### config.mk
export PLATFORM = sky130hd
export DESIGN_NAME = ahb_arbiter_flat
export DESIGN_NICKNAME = d
export VERILOG_FILES = /design/src/rtl/ahb_arb_pkg.sv /design/src/rtl/ahb_arbiter_if.sv /design/src/rtl/ahb_rr_picker.sv /design/src/rtl/ahb_arbiter.sv /design/src/flat_wrapper.sv
export SDC_FILE = /design/constraint.sdc
export NUM_CORES = 1
export LEC_CHECK = 0
export CAP_MARGIN = 20
export CORE_MARGIN = 2
export CORE_UTILIZATION = 58
export DETAILED_ROUTE_END_ITERATION = 8
export MAX_ROUTING_LAYER = met4
export PLACE_DENSITY = 0.83
export REMOVE_ABC_BUFFERS = 1
export SETUP_SLACK_MARGIN = 0.4
export SLEW_MARGIN = 20
export SYNTH_ARGS = -nofsm -noshare
export SYNTH_HDL_FRONTEND = slang
export SYNTH_HIERARCHICAL = 1
export SYNTH_SLANG_ARGS = --single-unit
### constraint.sdc
create_clock -name hclk -period 8.4 [get_ports hclk]
set_input_delay 1.68 -clock hclk [delete_from_list [all_inputs] [get_ports hclk]]
set_output_delay 1.68 -clock hclk [all_outputs]
set_load 0.05 [all_outputs]
### src/rtl/ahb_arb_pkg.sv
// Shared encodings, FSM state type and helpers for the AHB arbiter.
// Pure definitions: no logic, no latency, no backpressure.
package ahb_arb_pkg;
  localparam int AHB_MAX_MASTERS = 16;

  localparam logic [1:0] HTRANS_IDLE   = 2'b00;
  localparam logic [1:0] HTRANS_BUSY   = 2'b01;
  localparam logic [1:0] HTRANS_NONSEQ = 2'b10;
  localparam logic [1:0] HTRANS_SEQ    = 2'b11;

  localparam logic [1:0] HRESP_OKAY  = 2'b00;
  localparam logic [1:0] HRESP_ERROR = 2'b01;
  localparam logic [1:0] HRESP_RETRY = 2'b10;
  localparam logic [1:0] HRESP_SPLIT = 2'b11;

  typedef enum logic [1:0] {
    ST_DEFAULT = 2'd0,
    ST_OWNED   = 2'd1,
    ST_LOCKED  = 2'd2
  } arb_state_t;

  function automatic logic [3:0] onehot_to_idx(input logic [AHB_MAX_MASTERS-1:0] oh);
    logic [3:0] idx;
    idx = '0;
    for (int i = 0; i < AHB_MAX_MASTERS; i++) begin
      if (oh[i]) idx = idx | 4'(i);
    end
    return idx;
  endfunction
endpackage

### src/rtl/ahb_arbiter_if.sv
// Arbiter request/grant bundle; master side drives requests, slave side is the arbiter.
// Plain wires: no latency, no backpressure.
interface ahb_arbiter_if;
  import ahb_arb_pkg::*;

  logic [AHB_MAX_MASTERS-1:0] hbusreq;
  logic [AHB_MAX_MASTERS-1:0] hlock;
  logic                       hready;
  logic [1:0]                 htrans;
  logic [1:0]                 hresp;
  logic [AHB_MAX_MASTERS-1:0] hsplit;
  logic [AHB_MAX_MASTERS-1:0] hgrant;
  logic [3:0]                 hmaster;
  logic                       hmastlock;

  modport master (
    output hbusreq, hlock, hready, htrans, hresp, hsplit,
    input  hgrant, hmaster, hmastlock
  );

  modport slave (
    input  hbusreq, hlock, hready, htrans, hresp, hsplit,
    output hgrant, hmaster, hmastlock
  );
endinterface

### src/rtl/ahb_rr_picker.sv
// Rotating-priority search: first set request at or above base, wrapping at N.
// Combinational, zero latency, no backpressure.
module ahb_rr_picker
  import ahb_arb_pkg::*;
#(
  parameter int N = AHB_MAX_MASTERS
) (
  input  logic [AHB_MAX_MASTERS-1:0] req,
  input  logic [3:0]                 base,
  output logic [AHB_MAX_MASTERS-1:0] win,
  output logic                       vld
);
  int idx;

  always_comb begin
    win = '0;
    vld = 1'b0;
    idx = 0;
    for (int off = 0; off < N; off++) begin
      idx = int'(base) + off;
      if (idx >= N) idx = idx - N;
      if (!vld && req[idx[3:0]]) begin
        win[idx[3:0]] = 1'b1;
        vld           = 1'b1;
      end
    end
  end
endmodule

### src/rtl/ahb_arbiter.sv
// AHB bus arbiter, round-robin with lock and tenure limit; grant registered one cycle after arbitration.
// hready=0 freezes grant/hmaster/hmastlock; split masking is built in with AHB_ARB_SPLIT_EN.
module ahb_arbiter
  import ahb_arb_pkg::*;
#(
  parameter int NUM_MASTERS    = 16,
  parameter int DEFAULT_MASTER = 0,
  parameter int MAX_TENURE     = 16
) (
  input logic          hclk,
  input logic          hrst,
  ahb_arbiter_if.slave bus
);
  localparam int TW = (MAX_TENURE > 1) ? $clog2(MAX_TENURE) : 1;
  localparam logic [TW-1:0] TEN_MAX = TW'(MAX_TENURE - 1);
  localparam logic [AHB_MAX_MASTERS-1:0] VALID =
    AHB_MAX_MASTERS'((17'd1 << NUM_MASTERS) - 17'd1);
  localparam logic [AHB_MAX_MASTERS-1:0] DEF_GRANT = AHB_MAX_MASTERS'(1) << DEFAULT_MASTER;
  localparam logic [3:0] DEF_IDX = 4'(DEFAULT_MASTER);

  arb_state_t                 state, state_nxt;
  logic [AHB_MAX_MASTERS-1:0] grant, grant_nxt;
  logic [3:0]                 owner, owner_nxt;
  logic [TW-1:0]              tenure, tenure_nxt;
  logic [3:0]                 hmaster_q;
  logic                       mastlock_q;
  logic                       arb_pt;

  logic [AHB_MAX_MASTERS-1:0] req_v, lock_v, cand, pick_win, split_mask;
  logic                       pick_vld, split_taken;
  logic [3:0]                 pick_idx, base;

  assign req_v    = bus.hbusreq & VALID;
  assign lock_v   = bus.hlock & VALID;
  assign cand     = req_v & ~split_mask;
  assign base     = (owner == 4'(NUM_MASTERS - 1)) ? 4'd0 : owner + 4'd1;
  assign pick_idx = onehot_to_idx(pick_win);

  ahb_rr_picker #(.N(NUM_MASTERS)) u_pick (
    .req  (cand),
    .base (base),
    .win  (pick_win),
    .vld  (pick_vld)
  );

`ifdef AHB_ARB_SPLIT_EN
  logic [AHB_MAX_MASTERS-1:0] split_set;

  // A split being issued wins over a release of the same master in one cycle.
  assign split_set   = (!bus.hready && bus.hresp == HRESP_SPLIT) ?
                       (AHB_MAX_MASTERS'(1) << hmaster_q) : '0;
  assign split_taken = bus.hready && (bus.hresp == HRESP_SPLIT);

  always_ff @(posedge hclk) begin
    if (hrst) split_mask <= '0;
    else      split_mask <= (split_mask & ~(bus.hsplit & VALID)) | split_set;
  end
`else
  logic unused_split;
  assign unused_split = ^{bus.hsplit, bus.hresp};
  assign split_mask   = '0;
  assign split_taken  = 1'b0;
`endif

  always_ff @(posedge hclk) begin
    if (hrst) begin
      state      <= ST_DEFAULT;
      grant      <= DEF_GRANT;
      owner      <= DEF_IDX;
      tenure     <= '0;
      hmaster_q  <= DEF_IDX;
      mastlock_q <= 1'b0;
    end else begin
      state  <= state_nxt;
      grant  <= grant_nxt;
      owner  <= owner_nxt;
      tenure <= tenure_nxt;
      if (bus.hready) begin
        hmaster_q  <= owner;
        mastlock_q <= lock_v[owner];
      end
    end
  end

  always_comb begin
    state_nxt  = state;
    grant_nxt  = grant;
    owner_nxt  = owner;
    tenure_nxt = tenure;
    arb_pt     = 1'b0;
    if (bus.hready) begin
      // Lock release forces a full re-arbitration in the same cycle.
      if (state == ST_LOCKED) arb_pt = !lock_v[owner];
      else arb_pt = (bus.htrans == HTRANS_IDLE) || !req_v[owner] ||
                    (tenure == TEN_MAX) || split_taken;
    end
    if (arb_pt) begin
      if (pick_vld) begin
        grant_nxt = pick_win;
        owner_nxt = pick_idx;
        state_nxt = lock_v[pick_idx] ? ST_LOCKED : ST_OWNED;
      end else begin
        grant_nxt = DEF_GRANT;
        owner_nxt = DEF_IDX;
        state_nxt = ST_DEFAULT;
      end
    end
    if (grant_nxt != grant) tenure_nxt = '0;
    else if (bus.hready && state == ST_OWNED && tenure != TEN_MAX) tenure_nxt = tenure + TW'(1);
  end

  assign bus.hgrant    = grant;
  assign bus.hmaster   = hmaster_q;
  assign bus.hmastlock = mastlock_q;
endmodule

### src/flat_wrapper.sv
// flat-port wrapper written by rule: the top's interface ports become plain ports
module ahb_arbiter_flat import ahb_arb_pkg::*;
#(
  parameter int NUM_MASTERS    = 16,
  parameter int DEFAULT_MASTER = 0,
  parameter int MAX_TENURE     = 16
)
  (hclk, hrst, bus_hbusreq, bus_hlock, bus_hready, bus_htrans, bus_hresp, bus_hsplit, bus_hgrant, bus_hmaster, bus_hmastlock);
  ahb_arbiter_if bus_i ();
  input logic hclk;
  input logic hrst;
  input wire logic [$bits(bus_i.hbusreq)-1:0] bus_hbusreq;
  input wire logic [$bits(bus_i.hlock)-1:0] bus_hlock;
  input wire logic [$bits(bus_i.hready)-1:0] bus_hready;
  input wire logic [$bits(bus_i.htrans)-1:0] bus_htrans;
  input wire logic [$bits(bus_i.hresp)-1:0] bus_hresp;
  input wire logic [$bits(bus_i.hsplit)-1:0] bus_hsplit;
  output wire logic [$bits(bus_i.hgrant)-1:0] bus_hgrant;
  output wire logic [$bits(bus_i.hmaster)-1:0] bus_hmaster;
  output wire logic [$bits(bus_i.hmastlock)-1:0] bus_hmastlock;
  assign bus_i.hbusreq = bus_hbusreq;
  assign bus_i.hlock = bus_hlock;
  assign bus_i.hready = bus_hready;
  assign bus_i.htrans = bus_htrans;
  assign bus_i.hresp = bus_hresp;
  assign bus_i.hsplit = bus_hsplit;
  assign bus_hgrant = bus_i.hgrant;
  assign bus_hmaster = bus_i.hmaster;
  assign bus_hmastlock = bus_i.hmastlock;
  ahb_arbiter #(.NUM_MASTERS(NUM_MASTERS), .DEFAULT_MASTER(DEFAULT_MASTER), .MAX_TENURE(MAX_TENURE)) u_core (.hclk(hclk), .hrst(hrst), .bus(bus_i));
endmodule
Fig. 1: wires at chosen ports, followed through buffers
Scale: 4 px per µm.
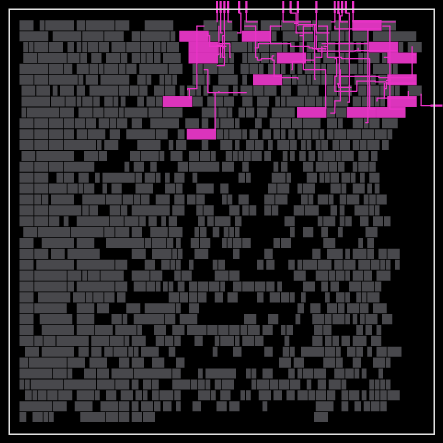
colour	port	direction	edge	end cells	buffers	wire
magenta	bus_hgrant	output	15 top, 1 right	16	16	575 µm

Fig. 2: the metal 2 layer
Scale: 4 px per µm.
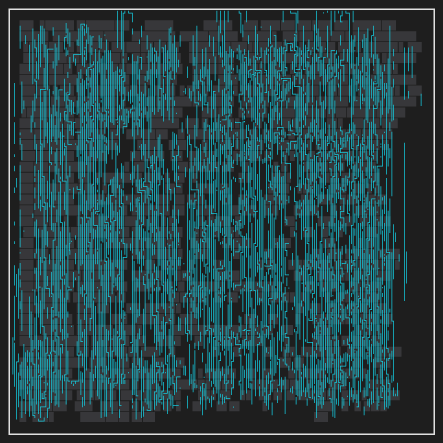
main direction	vertical
nets with wire on the layer	818
longest straight run	43.7 µm
routed wire length: 25220 µm
vias post-DR: 7587
M2 GR Usage: 68.76%

Fig. 3: clock wiring as the flow saved it
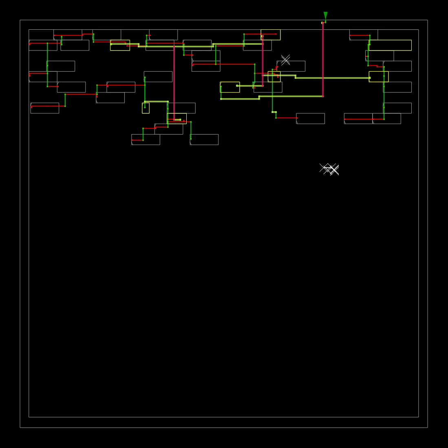
clock buffers created by TritonCTS: 5
clk_skew: 12.18 ps
Sinks on Clock Net: 31
worst-skew pair later-pin latency: 300 ps

Fig. 4: routed clock nets over the placement
Scale: 4 px per µm.
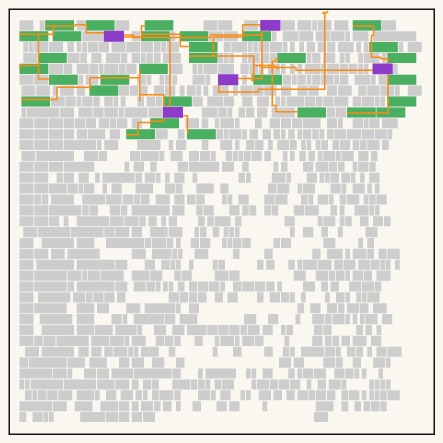
[green] flip-flops | count: 31
[orange] clock wires | length: 437 µm
[purple] clock-net drivers | count: 5
routed clock nets	6

Fig. 5: placement by cell class
Scale: 4 px per µm. Fill, decap, tap and diode cells in grey.
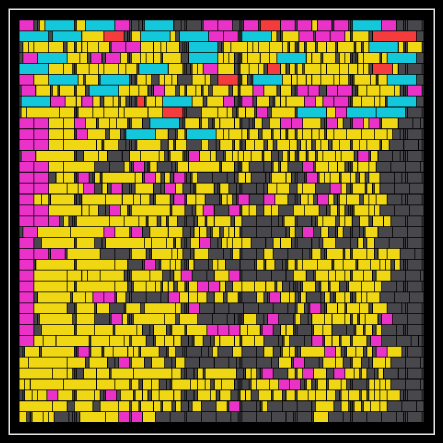
colour	class	cells
cyan	registers	31
yellow	remaining logic cells	699
red	clock drivers and dummy loads	8
magenta	remaining buffers and delay cells	136

==> metrics by stage <==
stage,cell area [µm²],setup WS [ps],hold slack (ps),cells
2_1_floorplan,5710,633.2,474.7,730
3_3_place_gp,7073,1561,479.9,1002
3_5_place_dp,7073,1152,485.4,1002
4_1_cts,7186,1375,507.2,1010
5_1_grt,7186,971.3,553.6,1010
6_report,7186,1051,504.6,1010
==> flip-flops by register name (all words and copies together), names as in the netlist <==
register / count
u_core/bus.hgrant: 16
u_core/bus.hmaster: 4
u_core/bus.hmastlock: 1
u_core/owner: 4
u_core/state: 2
u_core/tenure: 4
==> run_results.csv <==
group,metric,value,unit
floorplan,die_area,11200,µm²
grt,busiest_layer,"met2",
worst_setup_path,start_kind,"register",
worst_setup_path,critical_path.endpoint,"u_core/state[1]",
logic_synthesis,muxShareOfSynthArea,19.99,%
outcome,violations,"DRC",
worst_setup_path,timing.critical_path.to_type,"register",
clocking,cts_hold_repair.buffers,0,
worst_setup_path,required,8610,ps
worst_hold_path,timing.hold.worst.class,"register to register",
cells_and_area,ff_count,31,
worst_setup_path,crit_cells,20,
clocking,ctsRootBufferMaster,"sky130_fd_sc_hd__clkbuf_8",
logic_synthesis,synth-compound-area-share,22.82,%
worst_setup_path,crit_family,"simple AND/OR/NAND/NOR gates",
worst_hold_path,worst_hold_path.endpoint,"u_core/bus.hmaster[2]",
clocking,htreeDepth,2,
detailed_routing,drt_first_pass_iters,9,
detailed_routing,drc_errors,12,
timing,period_used_share,87.48,%
logic_synthesis,syn-cell-area,6016,µm²
detailed_routing,wl_met2,10830,µm
cells_and_area,fraction_of_final_layout_cells_sized_beyond_drive_strength_1,18.42,%
cells_and_area,postLayoutCoreUtil,70.55,%
worst_setup_path,crit_fanout,23,
worst_setup_path,cp_cell_sequence,"ha_1 -> xor2_2 -> buf_4 -> ha_1 -> xor2_1 -> and3_1 -> or4_1 -> nor3_4 -> buf_4 -> nand2_1 -> a2bb2oi_1 -> o221ai_1 -> a2111oi_0 -> nand3_1 -> nor4_1 -> nand2_1 -> mux2i_1 -> a211oi_1 -> a211oi_1 -> o41ai_2",
clocking,post_cts_resized,0,
detailed_routing,m1WireLength,9332,µm
grt,number_of_antenna_violations_at_the_first_check_in_global_routing,0,
worst_setup_path,critical_path_class,"register to register",
worst_setup_path,critical_path.reg2reg.startpoint,"u_core/owner[0]",
cells_and_area,largest_class,"multi-input combinational cells",
floorplan,tap-cell-count,136,
worst_setup_path,arrival,7560,ps
grt,grt_start_max_net_pins,39,
cells_and_area,final-comb-area,4981,µm²
worst_setup_path,timing.critical_path.from,"u_core/owner[0]",
clocking,clk_pin_slew,80,ps
worst_setup_path,critical_path.n_buffers_inverters,2,
logic_synthesis,top_area_cell,"sky130_fd_sc_hd__dfxtp_1",
outcome,outcome,"finished, violations left",
logic_synthesis,yosys.stat.chipArea,6016,µm²
floorplan,die-height,105.8,µm
logic_synthesis,yosysCellCount,786,
detailed_routing,met3_wirelength,3499,µm
logic_synthesis,synth.yosys.seq_area_share,10.32,%
timing,rsz0062_at_grt,"no",
logic_synthesis,edf_count,0,
cells_and_area,final_layout_top_logic_cells,"sky130_fd_sc_hd__nand2_1, sky130_fd_sc_hd__buf_4, sky130_fd_sc_hd__nor2_1, sky130_fd_sc_hd__clkdlybuf4s50_1, sky130_fd_sc_hd__nand3_1",
detailed_routing,ant_nets,0,
logic_synthesis,syn-instance-count,786,
logic_synthesis,synth.lib_cells_used.distinct,93,
